Figure 1. Signal wires on met1 (run 1).
Bar = 20 um. Supply wires on this layer in grey.
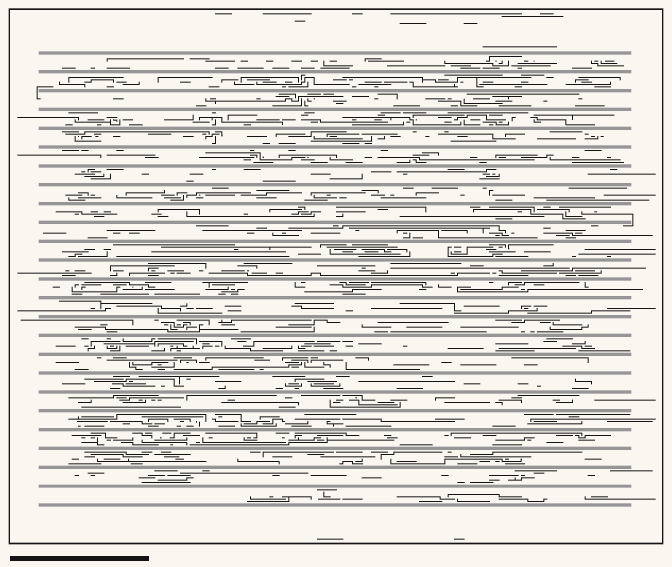
Figure 2. Metal 2 (run 1).
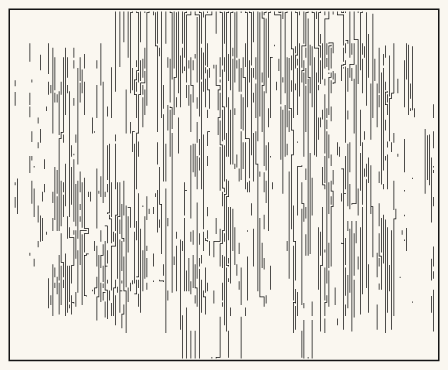
Figure 3. Met3 routing (run 1).
Bar = 20 um. Cells faint in the background.
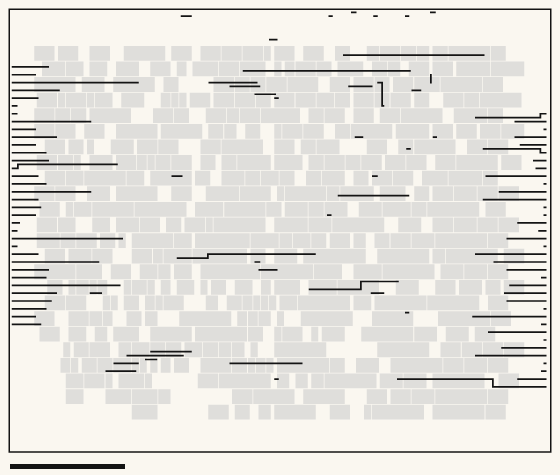
`src/rtl/node_mem_pkg.sv`:
```
// Shared types and constants for the node neighbour/knownCH memory arbiter.
// Latency: n/a (declarations only).
// Backpressure: n/a.
package node_mem_pkg;

    localparam int MEM_DEPTH  = 2048;
    localparam int MEM_WIDTH  = 8;
    localparam int WORD_WIDTH = 16;

    // Requester slots on the arbiter ports
    localparam int REQ_QUPD  = 0;
    localparam int REQ_ROUTE = 1;
    localparam int REQ_TX    = 2;

    // Word access sequencer: two byte cycles, one capture cycle, one ack cycle
    typedef enum logic [2:0] {
        ST_IDLE = 3'd0,
        ST_LO   = 3'd1,
        ST_HI   = 3'd2,
        ST_CAP  = 3'd3,
        ST_ACK  = 3'd4
    } arb_state_t;

endpackage

```
`src/rtl/node_mem_arbiter_rr_picker.sv`:
```
// Round-robin picker: first requester at or after rr_ptr, optional fixed priority for requester 0.
// Latency: combinational.
// Backpressure: none; the caller decides when to consume the pick.
module rr_picker #(
    parameter int NUM_REQ = 3,
    parameter int PTR_W   = 2
) (
    input  logic [NUM_REQ-1:0] req,
    input  logic [PTR_W-1:0]   rr_ptr,
    input  logic               prio0,
    output logic [NUM_REQ-1:0] pick,
    output logic [PTR_W-1:0]   pick_idx,
    output logic               pick_vld
);

    logic [PTR_W:0]   sum;
    logic [PTR_W-1:0] idx;

    // Scan requesters starting at rr_ptr, wrapping modulo NUM_REQ; requester 0 overrides when prio0
    always_comb begin
        pick     = '0;
        pick_idx = '0;
        pick_vld = 1'b0;
        sum      = '0;
        idx      = '0;
        for (int i = 0; i < NUM_REQ; i++) begin
            sum = {1'b0, rr_ptr} + (PTR_W+1)'(i);
            if (sum >= (PTR_W+1)'(NUM_REQ)) begin
                sum = sum - (PTR_W+1)'(NUM_REQ);
            end
            idx = sum[PTR_W-1:0];
            if (!pick_vld && req[idx]) begin
                pick[idx] = 1'b1;
                pick_idx  = idx;
                pick_vld  = 1'b1;
            end
        end
        if (prio0 && req[0]) begin
            pick     = '0;
            pick[0]  = 1'b1;
            pick_idx = '0;
            pick_vld = 1'b1;
        end
    end

endmodule

```
`src/rtl/node_mem_arbiter.sv`:
```
// Arbitrates a byte-wide single-port memory between word requesters; NODE_MEM_ARB_PRIO_EN gives requester 0 priority.
// Latency: ack 4 cycles after the IDLE sample edge; 5-cycle word spacing unlocked, 4 cycles within a locked burst.
// Backpressure: req is held until ack; a grant cannot be aborted, and locked bursts are capped at MAX_BURST words.
module node_mem_arbiter
    import node_mem_pkg::*;
#(
    parameter int NUM_REQ   = 3,
    parameter int ADDR_W    = $clog2(MEM_DEPTH),
    parameter int WORD_W    = WORD_WIDTH,
    parameter int MEM_W     = MEM_WIDTH,
    parameter int MAX_BURST = 8
) (
    input  logic                          clk,
    input  logic                          nrst,
    input  logic [NUM_REQ-1:0]            req,
    input  logic [NUM_REQ-1:0]            lock,
    input  logic [NUM_REQ-1:0]            we,
    input  logic [NUM_REQ*(ADDR_W-1)-1:0] waddr,
    input  logic [NUM_REQ*WORD_W-1:0]     wdata,
    output logic [NUM_REQ-1:0]            gnt,
    output logic [NUM_REQ-1:0]            ack,
    output logic [WORD_W-1:0]             rdata,
    output logic                          busy,
    output logic                          mem_en,
    output logic                          mem_we,
    output logic [ADDR_W-1:0]             mem_addr,
    output logic [MEM_W-1:0]              mem_wdata,
    input  logic [MEM_W-1:0]              mem_rdata
);

    localparam int AW    = ADDR_W - 1;
    localparam int PTR_W = (NUM_REQ > 1) ? $clog2(NUM_REQ) : 1;
    localparam int CNT_W = (MAX_BURST > 1) ? $clog2(MAX_BURST) : 1;

    arb_state_t            state_q, state_d;
    logic [NUM_REQ-1:0]    gnt_q, gnt_d;
    logic [PTR_W-1:0]      g_q, g_d;
    logic [PTR_W-1:0]      rr_ptr_q, rr_ptr_d;
    logic [CNT_W-1:0]      burst_cnt_q, burst_cnt_d;
    logic [WORD_W-1:0]     rdata_q, rdata_d;

    logic [AW-1:0]         cur_waddr;
    logic [WORD_W-1:0]     cur_wdata;
    logic                  cur_we;
    logic                  cur_lock;
    logic                  cur_req;
    logic                  burst_go;

    logic [NUM_REQ-1:0]    pick;
    logic [PTR_W-1:0]      pick_idx;
    logic                  pick_vld;
    logic                  prio0;

`ifdef NODE_MEM_ARB_PRIO_EN
    assign prio0 = 1'b1;
`else
    assign prio0 = 1'b0;
`endif

    rr_picker #(
        .NUM_REQ (NUM_REQ),
        .PTR_W   (PTR_W)
    ) u_picker (
        .req      (req),
        .rr_ptr   (rr_ptr_q),
        .prio0    (prio0),
        .pick     (pick),
        .pick_idx (pick_idx),
        .pick_vld (pick_vld)
    );

    // Route the granted requester's command fields to the sequencer
    always_comb begin
        cur_waddr = '0;
        cur_wdata = '0;
        cur_we    = 1'b0;
        cur_lock  = 1'b0;
        cur_req   = 1'b0;
        for (int r = 0; r < NUM_REQ; r++) begin
            if (gnt_q[r]) begin
                cur_waddr = waddr[r*AW +: AW];
                cur_wdata = wdata[r*WORD_W +: WORD_W];
                cur_we    = we[r];
                cur_lock  = lock[r];
                cur_req   = req[r];
            end
        end
    end

    // Next-state and output decode of the word sequencer
    always_comb begin
        state_d     = state_q;
        gnt_d       = gnt_q;
        g_d         = g_q;
        rr_ptr_d    = rr_ptr_q;
        burst_cnt_d = burst_cnt_q;
        rdata_d     = rdata_q;
        burst_go    = 1'b0;
        mem_en      = 1'b0;
        mem_we      = 1'b0;
        mem_addr    = '0;
        mem_wdata   = '0;
        ack         = '0;
        busy        = (state_q != ST_IDLE);

        case (state_q)
            ST_IDLE: begin
                if (pick_vld) begin
                    gnt_d   = pick;
                    g_d     = pick_idx;
                    state_d = ST_LO;
                end
            end
            ST_LO: begin
                mem_en    = 1'b1;
                mem_we    = cur_we;
                mem_addr  = {cur_waddr, 1'b0};
                mem_wdata = cur_wdata[MEM_W-1:0];
                state_d   = ST_HI;
            end
            ST_HI: begin
                // Low byte read issued in LO returns now
                mem_en    = 1'b1;
                mem_we    = cur_we;
                mem_addr  = {cur_waddr, 1'b1};
                mem_wdata = cur_wdata[WORD_W-1:MEM_W];
                if (!cur_we) begin
                    rdata_d[MEM_W-1:0] = mem_rdata;
                end
                state_d   = ST_CAP;
            end
            ST_CAP: begin
                if (!cur_we) begin
                    rdata_d[WORD_W-1:MEM_W] = mem_rdata;
                end
                state_d = ST_ACK;
            end
            ST_ACK: begin
                ack      = gnt_q;
                burst_go = cur_lock && cur_req && (burst_cnt_q < CNT_W'(MAX_BURST-1));
`ifdef NODE_MEM_ARB_PRIO_EN
                // A pending requester 0 breaks any other requester's burst
                if (req[REQ_QUPD] && (g_q != PTR_W'(REQ_QUPD))) begin
                    burst_go = 1'b0;
                end
`endif
                if (burst_go) begin
                    burst_cnt_d = burst_cnt_q + CNT_W'(1);
                    state_d     = ST_LO;
                end else begin
                    gnt_d       = '0;
                    burst_cnt_d = '0;
                    rr_ptr_d    = (g_q == PTR_W'(NUM_REQ-1)) ? '0 : g_q + PTR_W'(1);
                    state_d     = ST_IDLE;
                end
            end
            default: begin
                gnt_d   = '0;
                state_d = ST_IDLE;
            end
        endcase
    end

    // Sequencer state, grant, fairness pointer, burst count and read word
    always_ff @(posedge clk or negedge nrst) begin
        if (!nrst) begin
            state_q     <= ST_IDLE;
            gnt_q       <= '0;
            g_q         <= '0;
            rr_ptr_q    <= '0;
            burst_cnt_q <= '0;
            rdata_q     <= '0;
        end else begin
            state_q     <= state_d;
            gnt_q       <= gnt_d;
            g_q         <= g_d;
            rr_ptr_q    <= rr_ptr_d;
            burst_cnt_q <= burst_cnt_d;
            rdata_q     <= rdata_d;
        end
    end

    assign gnt   = gnt_q;
    assign rdata = rdata_q;

endmodule
```
`config.mk`:
```
export PLATFORM = sky130hd
export DESIGN_NAME = node_mem_arbiter
export DESIGN_NICKNAME = d
export VERILOG_FILES = /design/src/rtl/node_mem_pkg.sv /design/src/rtl/node_mem_arbiter_rr_picker.sv /design/src/rtl/node_mem_arbiter.sv
export SDC_FILE = /design/constraint.sdc
export NUM_CORES = 1
export LEC_CHECK = 0
export CAP_MARGIN = 20
export CORE_ASPECT_RATIO = 0.8
export CORE_MARGIN = 4
export CORE_UTILIZATION = 37
export CTS_CLUSTER_SIZE = 20
export DETAILED_ROUTE_END_ITERATION = 8
export PLACE_DENSITY = 0.79
export SLEW_MARGIN = 40
export SYNTH_ARGS = -nofsm -noshare
export SYNTH_HDL_FRONTEND = slang
export SYNTH_SLANG_ARGS = --single-unit
```
`constraint.sdc`:
```
create_clock -name clk -period 2.2 [get_ports clk]
set_input_delay 0.44 -clock clk [delete_from_list [all_inputs] [get_ports clk]]
set_output_delay 0.44 -clock clk [all_outputs]
set_load 0.05 [all_outputs]
```
==> flow_summary.html, run 1 <==
<h3>Run summary</h3>
<table>
<tr><th>Metric</th><th>Value</th></tr>
<tr><th colspan="2">Outcome</th></tr>
<tr><td>Run status</td><td>finished, violations left</td></tr>
<tr><td>Failing checks</td><td>negative setup slack</td></tr>
<tr><th colspan="2">Finish</th></tr>
<tr><td>Final Instance Count excl. Fillers</td><td>494</td></tr>
<tr><td>Final core utilization</td><td>0.823</td></tr>
<tr><td>Final instance area</td><td>4600 um2</td></tr>
<tr><td>Antenna Cells</td><td>0</td></tr>
<tr><td>Tally of clock buffers in the finished layout</td><td>7</td></tr>
<tr><th colspan="2">CTS</th></tr>
<tr><td>TritonCTS clock tree</td><td>yes</td></tr>
<tr><td>Number of hold-repair buffers added at the cts stage</td><td>0</td></tr>
<tr><th colspan="2">Setup path</th></tr>
<tr><td>Count of cells along the worst register-to-register path</td><td>7</td></tr>
<tr><td>CP Capture Point</td><td>mem_wdata[6]</td></tr>
<tr><td>Master of the slowest instance on the critical path</td><td>sky130_fd_sc_hd__or3b_4</td></tr>
<tr><td>Startpoint of the lowest-slack register-to-register path</td><td>rr_ptr_q[1]$_DFFE_PN0P_</td></tr>
<tr><th colspan="2">Pwr</th></tr>
<tr><td>Power dissipated in sequential cells</td><td>0.997 mW</td></tr>
<tr><td>Clk network pwr share</td><td>0.078</td></tr>
<tr><th colspan="2">STA</th></tr>
<tr><td>Final worst-path cycle share</td><td>1.03</td></tr>
<tr><td>Transition time at the pin with the least slew margin</td><td>0.529 ns</td></tr>
<tr><td>Final setup slack of the worst path</td><td>-0.0626 ns</td></tr>
<tr><td>Setup Viol. Count Final</td><td>8</td></tr>
<tr><th colspan="2">Die</th></tr>
<tr><td>Overall die width</td><td>94.1 um</td></tr>
<tr><td>Placeable core region</td><td>5590 um2</td></tr>
<tr><th colspan="2">Worst hold path</th></tr>
<tr><td>Worst Hold Depth</td><td>1</td></tr>
<tr><th colspan="2">Yosys</th></tr>
<tr><td>Top cells, area</td><td>sky130_fd_sc_hd__dfrtp_1 (33%), sky130_fd_sc_hd__a22oi_1 (12%), sky130_fd_sc_hd__mux2_2 (8.7%)</td></tr>
<tr><td>Most instantiated cells after synthesis</td><td>sky130_fd_sc_hd__a22oi_1 (34), sky130_fd_sc_hd__nor2_1 (34), sky130_fd_sc_hd__dfrtp_1 (29)</td></tr>
<tr><td>Number of library cell types mapped by synthesis</td><td>50</td></tr>
<tr><th colspan="2">Placed design</th></tr>
<tr><td>Post-detailed-placement cell area</td><td>4200 um2</td></tr>
<tr><td>Dpl hpwl</td><td>~6500 um</td></tr>
<tr><th colspan="2">Routing</th></tr>
<tr><td>Total iterations of the first detailed-routing run</td><td>4</td></tr>
<tr><th colspan="2">Global routing</th></tr>
<tr><td>Total congestion overflow after global routing</td><td>0</td></tr>
<tr><th colspan="2">Job</th></tr>
<tr><td>Max-capacitance violation count</td><td>0</td></tr>
</table>
Notes on Figure 1 above:
nets with wire on the layer = 441
share of all routed wire = 39%
wire length on this layer = 3610 um
Vias: 2700
routed wire length: 9330 um
met1 Track Usage GR: 0.265

Notes on Figure 2 above:
longest straight run = 38.8 um
nets with wire on the layer = 463
main direction = vertical
wire length on this layer = 4780 um

Notes on Figure 3 above:
longest straight run = 29.0 um
wire length on this layer = 646 um
nets with wire on the layer = 95
share of all routed wire = 6.9%
main direction = horizontal

-- run 1: registers in the layout, indices dropped and copies added (netlist names) --
name	count
burst_cnt_q	3
gnt	3
rdata	16
rr_ptr_q	2
state_q	3
g_q	2
-- run 1: per-layer routing --
metal / wire length (um) / GRT usage / vias up / part of all wire
li1: - / - / 1264 / -
met4: 289 / 0.0620 / 0 / 0.031
met2: 4780 / 0.386 / 124 / 0.51
met3: 646 / 0.0646 / 24 / 0.069
met1: 3610 / 0.265 / 1288 / 0.39
met5: 0 / 0 / - / 0
-- run 1: what timing repair did --
action	4_1_cts	5_1_grt
endpoints found under the hold margin	0	0
pin swaps	1	12
resized	11	35
setup buffers	3	5
cloned	0	1
setup endpoints to repair	19	16
Figure 4. Metal 4 (run 1).
Supply wires on this layer in grey.
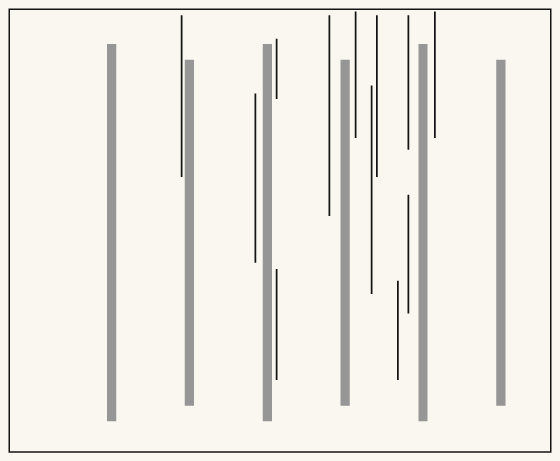

--- run 2 (diff from run 1) ---
Settings changed: CORE_MARGIN 4 to not set, PLACE_DENSITY 0.79 to 0.82.
Figure 5. Metal 4 (run 2).
Supply wires on this layer in grey.
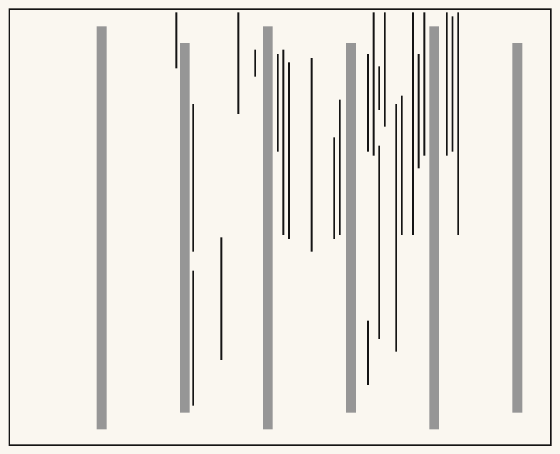
wire length on this layer = 564 um
share of all routed wire = 5.4%
main direction = vertical
nets with wire on the layer = 26
longest straight run = 40.1 um
Vias: 2888
routed wire length: 10600 um

==> run 2 against run 1 <==
The run still ends with negative setup slack left. Count of clock-buffer cells in the layout fell by 1. Utilization increased by 2.0 points. Sequential share of layout area fell by 0.43 points. Clock power down 23%. Synthesized area unchanged. Cell count grew 0.81%. Register-to-register slack lost 0.08 ns. Wire length rose by 13%. Clock skew is 0.0054 ns higher.
==> flow_summary.html, run 2 <==
<h3>Run summary</h3>
<table>
<tr><th>Metric</th><th>Value</th></tr>
<tr><th colspan="2">Finish</th></tr>
<tr><td>Final Instance Count excl. Fillers</td><td>498 (was 494)</td></tr>
<tr><td>Number of flip-flops under the largest register name</td><td>16 (unchanged)</td></tr>
<tr><td>Largest cell class</td><td>non-clock buffers (unchanged)</td></tr>
<tr><td>Antenna Cells</td><td>0 (unchanged)</td></tr>
<tr><td>Final instance area</td><td>4710 um2 (was 4600 um2)</td></tr>
<tr><td>Area delta synth-&gt;final</td><td>114% (was 109%)</td></tr>
<tr><td>Tally of filler cells in the layout</td><td>305 (was 341)</td></tr>
<tr><td>Layout inverter count without the clock tree</td><td>10 (unchanged)</td></tr>
<tr><td>Comb/total area</td><td>0.365 (was 0.361)</td></tr>
<tr><th colspan="2">Yosys</th></tr>
<tr><td>Number of library cell types mapped by synthesis</td><td>50 (unchanged)</td></tr>
<tr><td>Average cell area after synthesis</td><td>8.58 um2 (unchanged)</td></tr>
<tr><td>Most instantiated cells after synthesis</td><td>sky130_fd_sc_hd__a22oi_1 (34), sky130_fd_sc_hd__nor2_1 (34), sky130_fd_sc_hd__dfrtp_1 (29) (unchanged)</td></tr>
<tr><td>Largest combinational cell category by area</td><td>AND-OR/OR-AND gates (unchanged)</td></tr>
<tr><td>Top cells, area</td><td>sky130_fd_sc_hd__dfrtp_1 (33%), sky130_fd_sc_hd__a22oi_1 (12%), sky130_fd_sc_hd__mux2_2 (8.7%) (unchanged)</td></tr>
<tr><th colspan="2">Placed design</th></tr>
<tr><td>Post-detailed-placement cell area</td><td>4230 um2 (was 4200 um2)</td></tr>
<tr><td>Number of input and output port buffers inserted</td><td>140 (unchanged)</td></tr>
<tr><td>Dpl hpwl</td><td>6240 um (was 6540 um)</td></tr>
<tr><th colspan="2">Pwr</th></tr>
<tr><td>Power dissipated in sequential cells</td><td>0.991 mW (was 0.997 mW)</td></tr>
<tr><td>Clk network pwr share</td><td>0.058 (was 0.078)</td></tr>
<tr><th colspan="2">Job</th></tr>
<tr><td>Max-capacitance violation count</td><td>0 (unchanged)</td></tr>
<tr><th colspan="2">Routing</th></tr>
<tr><td>Drt drc</td><td>0 (unchanged)</td></tr>
<tr><td>Total iterations of the first detailed-routing run</td><td>5 (was 4)</td></tr>
<tr><th colspan="2">Setup path</th></tr>
<tr><td>Most frequent cell on the critical path</td><td>sky130_fd_sc_hd__buf_12 (unchanged)</td></tr>
<tr><td>CP Capture Point</td><td>mem_wdata[1] (was mem_wdata[6])</td></tr>
<tr><td>Master of the slowest instance on the critical path</td><td>sky130_fd_sc_hd__dfrtp_2 (was sky130_fd_sc_hd__or3b_4)</td></tr>
<tr><td>Startpoint of the lowest-slack register-to-register path</td><td>gnt[1]$_DFFE_PN0P_ (was rr_ptr_q[1]$_DFFE_PN0P_)</td></tr>
<tr><td>Crit-path max cell delay</td><td>0.42 ns (was 0.47 ns)</td></tr>
<tr><td>Count of cells along the worst register-to-register path</td><td>8 (was 7)</td></tr>
<tr><td>Required time at the endpoint of the critical path</td><td>1.76 ns (about the same)</td></tr>
<tr><td>RR Endpoint</td><td>rdata[13]$_DFFE_PN0P_ (was gnt[0]$_DFFE_PN0P_)</td></tr>
<tr><th colspan="2">STA</th></tr>
<tr><td>Final worst-path cycle share</td><td>1.06 (was 1.03)</td></tr>
<tr><td>Setup Viol. Count Final</td><td>10 (was 8)</td></tr>
<tr><td>Final setup slack of the worst path</td><td>-0.124 ns (was -0.0626 ns)</td></tr>
<tr><td>Transition time at the pin with the least slew margin</td><td>0.526 ns (was 0.529 ns)</td></tr>
<tr><th colspan="2">Worst hold path</th></tr>
<tr><td>Worst Hold Depth</td><td>1 (unchanged)</td></tr>
<tr><th colspan="2">Die</th></tr>
<tr><td>Placeable core region</td><td>5590 um2 (unchanged)</td></tr>
<tr><td>Overall die width</td><td>88.1 um (was 94.1 um)</td></tr>
<tr><th colspan="2">CTS</th></tr>
<tr><td>Number of buffers on the longest clock path</td><td>2 (unchanged)</td></tr>
<tr><td>TritonCTS clock tree</td><td>yes (unchanged)</td></tr>
<tr><th colspan="2">Global routing</th></tr>
<tr><td>Total Routing Usage GR</td><td>0.297 (was 0.222)</td></tr>
<tr><td>Total congestion overflow after global routing</td><td>0 (unchanged)</td></tr>
<tr><th colspan="2">Outcome</th></tr>
<tr><td>Run status</td><td>finished, violations left (unchanged)</td></tr>
<tr><td>Failing checks</td><td>negative setup slack (unchanged)</td></tr>
</table>
Figure 6. Clock nets (run 2).
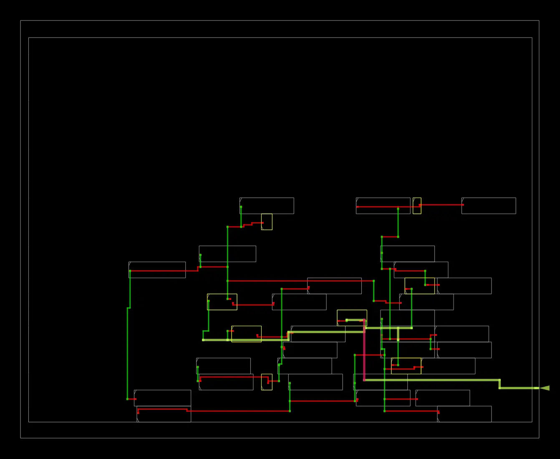
Max Clock Skew: 0.0128 ns
Clock Power: 0.436 mW
tally of clock buffers in the finished layout: 6
flop count: 29

==> run 2: what timing repair did <==
item                       in CTS  in global routing
hold endpoints to repair        0                  0
setup buffers                   5                  6
gates cloned                    1                  1
setup endpoints to repair       8                 11
gates resized                  39                 15
pin swaps                      17                 12
==> run 2: metal layers <==
layer | track usage | part of all wire | up-vias
met4 | 0.161 | 0.053 | 0
met1 | 0.332 | 0.36 | 1363
li1 | - | - | 1276
met5 | 0 | 0 | -
met2 | 0.517 | 0.50 | 197
met3 | 0.0735 | 0.083 | 52
==> run 2: metrics by stage <==
step / TNS [ns] / total power, mW / util
floorplan: -0.0173 / 4.14 / -
global placement: 0 / 6.02 / 0.758
detailed placement: -0.0128 / 6.13 / 0.758
CTS: -0.0101 / 6.96 / 0.818
global route: -1.40 / 7.79 / 0.843
finish: -0.711 / 7.50 / 0.843
Figure 7. Met3 routing (run 2).
Bar = 20 um. Cells faint in the background.
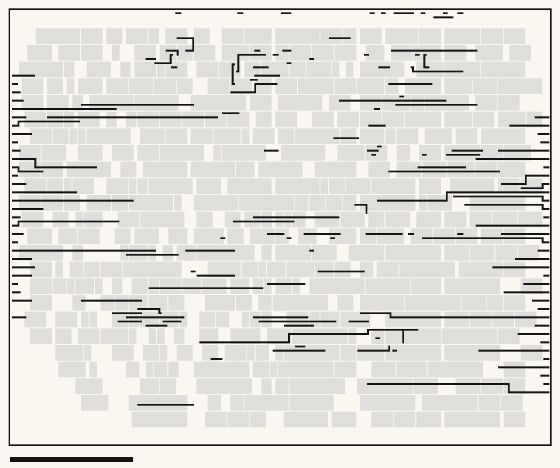

--- run 3 (diff from run 2) ---
Settings changed: CAP_MARGIN 20 to 15, CORE_ASPECT_RATIO 0.8 to 2.
Figure 8. Met3 routing (run 3).
Bar = 20 um. Cells faint in the background.
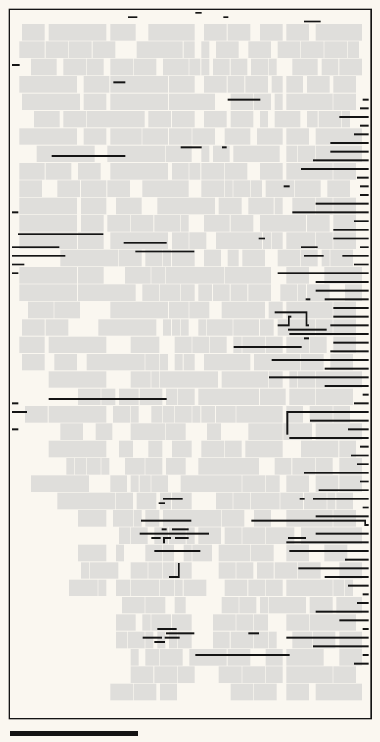
longest straight run = 18.2 um
nets with wire on the layer = 103
main direction = horizontal
wire length on this layer = 598 um
share of all routed wire = 6.6%
routed wire length: 9080 um
Vias: 2760
fraction of met3 tracks used by global routing: 0.0688

==> run 3 against run 2 <==
The run still ends with negative setup slack left. Count of clock-buffer cells in the layout rose by 1. First-iteration DRC count fell by 25%. Via count shrank 4.4%. Sequential share of layout area is 0.81 points higher. Die size is 0.27% higher. Critical path depth did not move. Largest cell class unchanged.
==> flow_summary.html, run 3 <==
<h3>Run summary</h3>
<table>
<tr><th>Metric</th><th>Value</th></tr>
<tr><th colspan="2">Global routing</th></tr>
<tr><td>Total congestion overflow after global routing</td><td>0 (unchanged)</td></tr>
<tr><td>Met2 routing resource usage after global routing</td><td>0.545 (was 0.517)</td></tr>
<tr><th colspan="2">Die</th></tr>
<tr><td>Overall die width</td><td>56.5 um (was 88.1 um)</td></tr>
<tr><th colspan="2">STA</th></tr>
<tr><td>Final worst-path cycle share</td><td>1.03 (was 1.06)</td></tr>
<tr><td>Final setup slack of the worst path</td><td>-0.0625 ns (was -0.124 ns)</td></tr>
<tr><td>Transition time at the pin with the least slew margin</td><td>0.557 ns (was 0.526 ns)</td></tr>
<tr><td>Setup Viol. Count Final</td><td>4 (was 10)</td></tr>
<tr><th colspan="2">Placed design</th></tr>
<tr><td>Post-detailed-placement cell area</td><td>4160 um2 (was 4230 um2)</td></tr>
<tr><td>Number of input and output port buffers inserted</td><td>140 (unchanged)</td></tr>
<tr><td>Dpl hpwl</td><td>6510 um (was 6240 um)</td></tr>
<tr><th colspan="2">Finish</th></tr>
<tr><td>Final core utilization</td><td>0.783 (was 0.843)</td></tr>
<tr><td>Tally of filler cells in the layout</td><td>356 (was 305)</td></tr>
<tr><th colspan="2">Yosys</th></tr>
<tr><td>Most instantiated cells after synthesis</td><td>sky130_fd_sc_hd__a22oi_1 (34), sky130_fd_sc_hd__nor2_1 (34), sky130_fd_sc_hd__dfrtp_1 (29) (unchanged)</td></tr>
<tr><th colspan="2">Pwr</th></tr>
<tr><td>Clk network pwr share</td><td>0.093 (was 0.058)</td></tr>
<tr><th colspan="2">CTS</th></tr>
<tr><td>Number of hold-repair buffers added at the cts stage</td><td>0 (unchanged)</td></tr>
<tr><th colspan="2">Outcome</th></tr>
<tr><td>Failing checks</td><td>negative setup slack (unchanged)</td></tr>
<tr><td>Run status</td><td>finished, violations left (unchanged)</td></tr>
<tr><th colspan="2">Job</th></tr>
<tr><td>Max-capacitance violation count</td><td>0 (unchanged)</td></tr>
<tr><th colspan="2">Routing</th></tr>
<tr><td>DR top layer</td><td>met4 (unchanged)</td></tr>
<tr><td>Total iterations of the first detailed-routing run</td><td>5 (unchanged)</td></tr>
<tr><th colspan="2">Setup path</th></tr>
<tr><td>Startpoint of the lowest-slack register-to-register path</td><td>rr_ptr_q[0]$_DFFE_PN0P_ (was gnt[1]$_DFFE_PN0P_)</td></tr>
<tr><td>RR Endpoint</td><td>g_q[0]$_DFFE_PN0P_ (was rdata[13]$_DFFE_PN0P_)</td></tr>
<tr><td>Crit-path max cell delay</td><td>0.41 ns (was 0.42 ns)</td></tr>
</table>
Figure 9. Metal 4 (run 3).
Supply wires on this layer in grey.
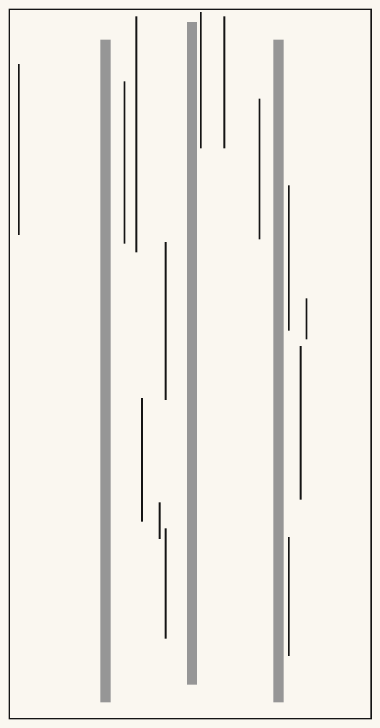
wire length on this layer = 288 um
nets with wire on the layer = 12
longest straight run = 36.7 um
main direction = vertical

run 3: cell counts after synthesis:
No cell type changed its count.
run 3: final cells by class:
class                           instances  area share
Clock buffer                            7      0.0319
Inverter                               10     0.00895
Timing Repair Buffer                  172       0.426
Sequential cell                        29       0.163
Multi-Input combinational cell        196       0.353
Tap cell                               61      0.0171
run 3: cell families (layout without fill, tap and decap cells):
| family | after synthesis | count (layout) | synth area share |
|---|---|---|---|
| adder cells (fa/ha/maj) | 5 | 5 | 0.0285 |
| flip-flops | 29 | 29 | 0.330 |
| buffers and inverters | 31 | 189 | 0.0593 |
| AND-OR/OR-AND | 94 | 94 | 0.304 |
| XOR/XNOR | 2 | 2 | 0.00798 |
| multiplexers | 21 | 21 | 0.105 |
| AND/OR/NAND/NOR | 74 | 74 | 0.164 |
Power and IR drop assume default switching activity.
